Clock wiring as the flow saved it:
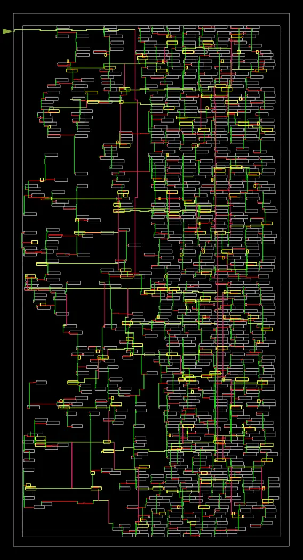
Routed clock nets over the placement:
Drawn at 1.5 px/um.
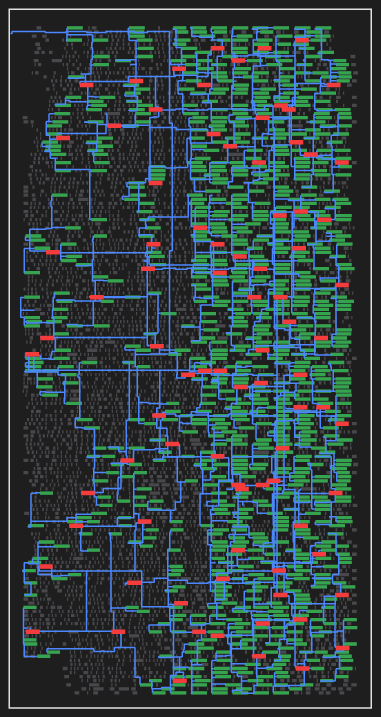
Placement by cell class:
Drawn at 1 px/um. Fill, decap, tap and diode cells in gray.
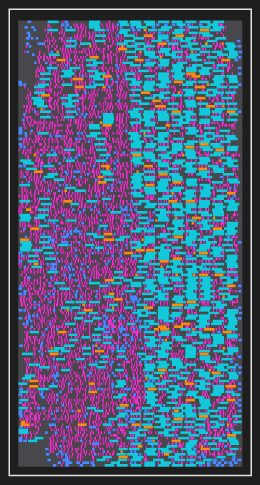
Signal wires on met2:
Drawn at 1 px/um.
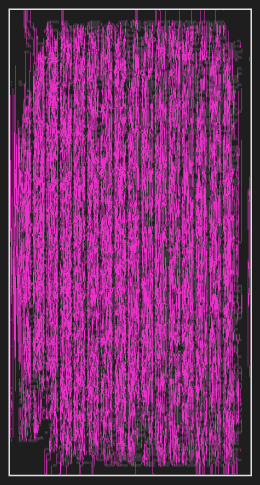
`src/rtl/Purple_Jade_pkg.sv`:
```
// Shared widths and payload types for the reorder buffer and its consumers.
package Purple_Jade_pkg;

   localparam int unsigned ROB_DEPTH_DEFAULT = 32;
   localparam int unsigned NUM_PHYS_REG      = 128;
   localparam int unsigned NUM_FLAGS         = 4;
   localparam int unsigned NUM_FU            = 4;
   localparam int unsigned ROB_TAG_W         = $clog2(ROB_DEPTH_DEFAULT);
   localparam int unsigned PREG_W            = $clog2(NUM_PHYS_REG);

   // Payload captured at dispatch
   typedef struct packed {
      logic                 has_dest;
      logic [PREG_W-1:0]    new_preg;
      logic [PREG_W-1:0]    old_preg;
      logic [NUM_FLAGS-1:0] flag_mask;
      logic                 is_branch;
   } rob_dispatch_t;

   // One functional-unit completion report
   typedef struct packed {
      logic                 valid;
      logic [ROB_TAG_W-1:0] tag;
      logic [NUM_FLAGS-1:0] flags;
      logic                 mispredict;
   } rob_complete_t;

endpackage

```
`src/rtl/rob_entry_array.sv`:
```
// Reorder-buffer entry storage: valid/done state, payload, completion write ports, head read.
module rob_entry_array
   import Purple_Jade_pkg::*;
#(
   parameter int unsigned DEPTH = ROB_DEPTH_DEFAULT
) (
   input  logic                          clk_i,
   input  logic                          reset_n_i,
   input  logic                          alloc_i,
   input  logic [$clog2(DEPTH)-1:0]      alloc_tag_i,
   input  rob_dispatch_t                 alloc_entry_i,
   input  rob_complete_t [NUM_FU-1:0]    complete_i,
   input  logic                          retire_i,
   input  logic [$clog2(DEPTH)-1:0]      head_tag_i,
   input  logic                          flush_i,
   output logic                          head_ready_c,
   output rob_dispatch_t                 head_entry_c,
   output logic [NUM_FLAGS-1:0]          head_flags_c,
   output logic                          head_mispredict_c
);

   localparam int unsigned TAG_W = $clog2(DEPTH);

   logic [DEPTH-1:0]     valid_q;
   logic [DEPTH-1:0]     done_q;
   logic [DEPTH-1:0]     misp_q;
   rob_dispatch_t        entry_q [DEPTH];
   logic [NUM_FLAGS-1:0] flags_q [DEPTH];

   logic [TAG_W-1:0]     comp_tag_c [NUM_FU];
   logic [NUM_FU-1:0]    comp_hit_c;
   logic                 dup_tag_c;

   // Decode completion ports; only reports against live entries take effect
   always_comb begin
      comp_hit_c = '0;
      for (int k = 0; k < NUM_FU; k++) begin
         comp_tag_c[k] = TAG_W'(complete_i[k].tag);
         comp_hit_c[k] = complete_i[k].valid & valid_q[comp_tag_c[k]];
      end
   end

   // Two ports reporting the same tag in one cycle is an upstream bug
   always_comb begin
      dup_tag_c = 1'b0;
      for (int i = 0; i < NUM_FU; i++) begin
         for (int j = i + 1; j < NUM_FU; j++) begin
            if (complete_i[i].valid && complete_i[j].valid &&
                complete_i[i].tag == complete_i[j].tag) begin
               dup_tag_c = 1'b1;
            end
         end
      end
   end

   // Flag duplicate-tag completions in simulation
   always_ff @(posedge clk_i) begin
      if (reset_n_i) begin
         assert (!dup_tag_c);
      end
   end

   // Entry lifecycle: allocate, complete, retire; flush drops everything
   always_ff @(posedge clk_i or negedge reset_n_i) begin
      if (!reset_n_i) begin
         valid_q <= '0;
         done_q  <= '0;
      end else if (flush_i) begin
         valid_q <= '0;
         done_q  <= '0;
      end else begin
         for (int k = 0; k < NUM_FU; k++) begin
            if (comp_hit_c[k]) done_q[comp_tag_c[k]] <= 1'b1;
         end
         if (retire_i) valid_q[head_tag_i] <= 1'b0;
         if (alloc_i) begin
            valid_q[alloc_tag_i] <= 1'b1;
            done_q[alloc_tag_i]  <= 1'b0;
         end
      end
   end

   // Payload storage; meaningful only while the matching valid bit is set
   always_ff @(posedge clk_i) begin
      if (!flush_i) begin
         for (int k = 0; k < NUM_FU; k++) begin
            if (comp_hit_c[k]) begin
               flags_q[comp_tag_c[k]] <= complete_i[k].flags;
               misp_q[comp_tag_c[k]]  <= complete_i[k].mispredict;
            end
         end
         if (alloc_i) entry_q[alloc_tag_i] <= alloc_entry_i;
      end
   end

   assign head_ready_c      = valid_q[head_tag_i] & done_q[head_tag_i];
   assign head_entry_c      = entry_q[head_tag_i];
   assign head_flags_c      = flags_q[head_tag_i];
   assign head_mispredict_c = misp_q[head_tag_i];

endmodule

```
`src/rtl/rob_commit.sv`:
```
// In-order reorder buffer: pointer/count bookkeeping, in-order retirement and flush on mispredict.
module rob_commit
   import Purple_Jade_pkg::*;
#(
   parameter int unsigned ROB_DEPTH = ROB_DEPTH_DEFAULT
) (
   input  logic                            clk_i,
   input  logic                            reset_n_i,
   input  logic                            dispatch_valid_i,
   output logic                            dispatch_ready_o,
   input  rob_dispatch_t                   dispatch_entry_i,
   output logic [$clog2(ROB_DEPTH)-1:0]    dispatch_tag_o,
   input  rob_complete_t [NUM_FU-1:0]      complete_i,
   output logic                            rob_phys_valid_o,
   output logic [PREG_W-1:0]               rob_phys_reg_cl_o,
   output logic [PREG_W-1:0]               rob_phys_reg_set_o,
   output logic                            rob_phys_mispredict_o,
   output logic                            rob_flag_valid_o,
   output logic [2*NUM_FLAGS-1:0]          rob_flag_o,
   output logic                            flush_o,
   output logic [$clog2(ROB_DEPTH):0]      rob_count_o,
   output logic [31:0]                     commit_count_o
);

   localparam int unsigned TAG_W = $clog2(ROB_DEPTH);
   localparam int unsigned CNT_W = TAG_W + 1;

   logic [TAG_W-1:0]     head_q;
   logic [TAG_W-1:0]     tail_q;
   logic [CNT_W-1:0]     count_q;
   logic [CNT_W-1:0]     count_d;
   logic                 ready_q;

   logic                 accept_c;
   logic                 commit_c;
   logic                 flush_c;
   logic                 head_ready_c;
   rob_dispatch_t        head_entry_c;
   logic [NUM_FLAGS-1:0] head_flags_c;
   logic                 head_mispredict_c;

   assign accept_c = dispatch_valid_i & ready_q;
   assign commit_c = head_ready_c;
   assign flush_c  = commit_c & head_entry_c.is_branch & head_mispredict_c;

   rob_entry_array #(
      .DEPTH (ROB_DEPTH)
   ) u_entries (
      .clk_i             (clk_i),
      .reset_n_i         (reset_n_i),
      .alloc_i           (accept_c & ~flush_c),
      .alloc_tag_i       (tail_q),
      .alloc_entry_i     (dispatch_entry_i),
      .complete_i        (complete_i),
      .retire_i          (commit_c),
      .head_tag_i        (head_q),
      .flush_i           (flush_c),
      .head_ready_c      (head_ready_c),
      .head_entry_c      (head_entry_c),
      .head_flags_c      (head_flags_c),
      .head_mispredict_c (head_mispredict_c)
   );

   // Occupancy: dispatch and commit in the same cycle cancel out
   always_comb begin
      count_d = count_q;
      if (flush_c) begin
         count_d = '0;
      end else if (accept_c && !commit_c) begin
         count_d = count_q + CNT_W'(1);
      end else if (!accept_c && commit_c) begin
         count_d = count_q - CNT_W'(1);
      end
   end

   // Pointers and occupancy; ready is recomputed from the new count so a full buffer unblocks a cycle late
   always_ff @(posedge clk_i or negedge reset_n_i) begin
      if (!reset_n_i) begin
         head_q  <= '0;
         tail_q  <= '0;
         count_q <= '0;
         ready_q <= 1'b1;
      end else begin
         count_q <= count_d;
         ready_q <= (count_d != CNT_W'(ROB_DEPTH));
         if (flush_c) begin
            head_q <= '0;
            tail_q <= '0;
         end else begin
            if (commit_c) head_q <= head_q + TAG_W'(1);
            if (accept_c) tail_q <= tail_q + TAG_W'(1);
         end
      end
   end

   // Registered single-cycle commit strobes toward the architectural state block
   always_ff @(posedge clk_i or negedge reset_n_i) begin
      if (!reset_n_i) begin
         rob_phys_valid_o      <= 1'b0;
         rob_phys_reg_cl_o     <= '0;
         rob_phys_reg_set_o    <= '0;
         rob_phys_mispredict_o <= 1'b0;
         rob_flag_valid_o      <= 1'b0;
         rob_flag_o            <= '0;
         flush_o               <= 1'b0;
         commit_count_o        <= '0;
      end else begin
         rob_phys_valid_o      <= commit_c & head_entry_c.has_dest;
         rob_phys_reg_cl_o     <= (commit_c & head_entry_c.has_dest) ? head_entry_c.old_preg : '0;
         rob_phys_reg_set_o    <= (commit_c & head_entry_c.has_dest) ? head_entry_c.new_preg : '0;
         rob_phys_mispredict_o <= flush_c;
         rob_flag_valid_o      <= commit_c & (head_entry_c.flag_mask != '0);
         rob_flag_o            <= commit_c ? {head_entry_c.flag_mask, head_flags_c} : '0;
         flush_o               <= flush_c;
         commit_count_o        <= commit_count_o + 32'(commit_c);
      end
   end

   assign dispatch_ready_o = ready_q;
   assign dispatch_tag_o   = tail_q;
   assign rob_count_o      = count_q;

endmodule

```
`config.mk`:
```
export PLATFORM = sky130hd
export DESIGN_NAME = rob_commit
export DESIGN_NICKNAME = d
export VERILOG_FILES = /design/src/rtl/Purple_Jade_pkg.sv /design/src/rtl/rob_entry_array.sv /design/src/rtl/rob_commit.sv
export SDC_FILE = /design/constraint.sdc
export NUM_CORES = 2
export LEC_CHECK = 0
export ABC_AREA = 1
export CAP_MARGIN = 20
export CELL_PAD_IN_SITES_DETAIL_PLACEMENT = 1
export CELL_PAD_IN_SITES_GLOBAL_PLACEMENT = 1
export CORE_ASPECT_RATIO = 2
export CORE_MARGIN = 8
export CORE_UTILIZATION = 48
export CTS_CLUSTER_SIZE = 16
export DETAILED_ROUTE_END_ITERATION = 7
export GPL_ROUTABILITY_DRIVEN = 0
export PLACE_DENSITY_LB_ADDON = 0.1
export SLEW_MARGIN = 20
export SYNTH_ARGS = -nofsm -noshare
export SYNTH_HDL_FRONTEND = slang
export SYNTH_SLANG_ARGS = --single-unit
```
`constraint.sdc`:
```
create_clock -name clk_i -period 4.05 [get_ports clk_i]
set_input_delay 0.81 -clock clk_i [delete_from_list [all_inputs] [get_ports clk_i]]
set_output_delay 0.81 -clock clk_i [all_outputs]
set_load 0.02 [all_outputs]
```
==> out/summary.json <==
{
  "layout.cells.most_common_list": "1610 x sky130_fd_sc_hd__nand2_1, 800 x sky130_fd_sc_hd__edfxtp_1, 576 x sky130_fd_sc_hd__nand3_1",
  "swShare": 0.411,
  "worstReg2RegStart": "head_q[1]$_DFFE_PN0P_",
  "cp_max_fo": 64,
  "final_max_slew_viol_count": 0,
  "registers.top_by_ff_count": "u_entries.entry_q",
  "drtPass1Iterations": 6,
  "htreeDepth": 3,
  "finalCritPeriodShare": 0.946,
  "slew-limit-headroom": 0.235,
  "critPathKind": "flip-flop to flip-flop",
  "number_of_cells_on_the_critical_path": 19,
  "status": "complete, no violations",
  "synthAoiAreaFrac": 0.111,
  "via_count_of_the_first_global_routing_pass": 47000,
  "critPathBufInv": 6,
  "most_common_cell": "sky130_fd_sc_hd__nand2_1",
  "xor_xnor_share_of_the_synthesized_area": 0.00616,
  "post-place-cells": 7040,
  "async_flop_share": 0.147,
  "track_usage": 0.405,
  "synth_chip_area_sq_um": 48300,
  "max_reg_flops": 640,
  "warnings": 51,
  "synthSimpleGateAreaFrac": 0.243,
  "timing.critical_path.to": "u_entries.flags_q[4][3]$_DFFE_PP_",
  "die_w_um": 240,
  "synth.top_cells.by_count": "1610 x sky130_fd_sc_hd__nand2_1, 800 x sky130_fd_sc_hd__edfxtp_1, 576 x sky130_fd_sc_hd__nand3_1",
  "postLayoutCellArea_sq_um": 56000,
  "edf_count": 800,
  "cts.hold.buffers_added": 0,
  "critical_path.max_stage_delay_ns": 0.52,
  "synth_stat.cells": 5507,
  "p_seq_frac": 0.363,
  "power.combinational.total_mw": 13.2,
  "overflow": 0,
  "die_h_um": 465,
  "adder_share": 0.00311,
  "final_layout_size_suffix_gt1_frac": 0.104,
  "route.antenna.remaining_nets": 0,
  "top_layer_used": "met5",
  "switchingPower_mw": 14.0,
  "wl_met3_mm": 19.8,
  "fin_crit_ns": 3.83,
  "placement_rows": 164,
  "pwr-share-comb": 0.388,
  "routed_wire_length_per_instance_um": 31.4,
  "layout_top_cell": "sky130_fd_sc_hd__nand2_1",
  "critical_path.endpoint_type": "flip-flop",
  "post_synth.cell_area_avg_sq_um": 8.78,
  "final.signal_buffer_count": 520,
  "timing_hold_violations_final": 0,
  "routed-wl-met2_mm": 108,
  "final.hold.worst_slack_ns": 0.184,
  "design.portCount": 137,
  "cp_top_family": "buffers and inverters",
  "fin_nets": 5881,
  "synth_top_flop_cell": "sky130_fd_sc_hd__edfxtp_1",
  "timing.fmax_ghz": 0.261,
  "layout.clock_buffers": 113,
  "post_synth_instance_area_sq_um": 48300,
  "yosysTopAreaCell": "sky130_fd_sc_hd__edfxtp_1"
}
-- 'clock wiring as the flow saved it' (at the start) --
number of flip-flops and latches: 938
power consumed by the clock network: 8.46 mW
number of clock sinks seen by CTS: 938

-- 'routed clock nets over the placement' (at the start) --
[flip-flops] green | count: 938
[clock drivers] red | count: 86
[clock wires] blue | length: 12200 um
flops lie: spread over the die
routed clock nets: 87

-- 'placement by cell class' (at the start) --
[other buffers and delay cells] blue | cells: 520
[combinational and other logic] magenta | cells: 4256
[clock drivers and dummy loads] orange | cells: 156
[flops] cyan | cells: 938

-- 'signal wires on met2' (at the start) --
longest straight run: 191 um
main direction: vertical
wire length on this layer: 108 mm
nets with wire on the layer: 5120
DRT Wirelength: 226 mm
vias after detailed routing: 45200
global routing usage on met2: 0.665

Power and IR drop assume default switching activity.
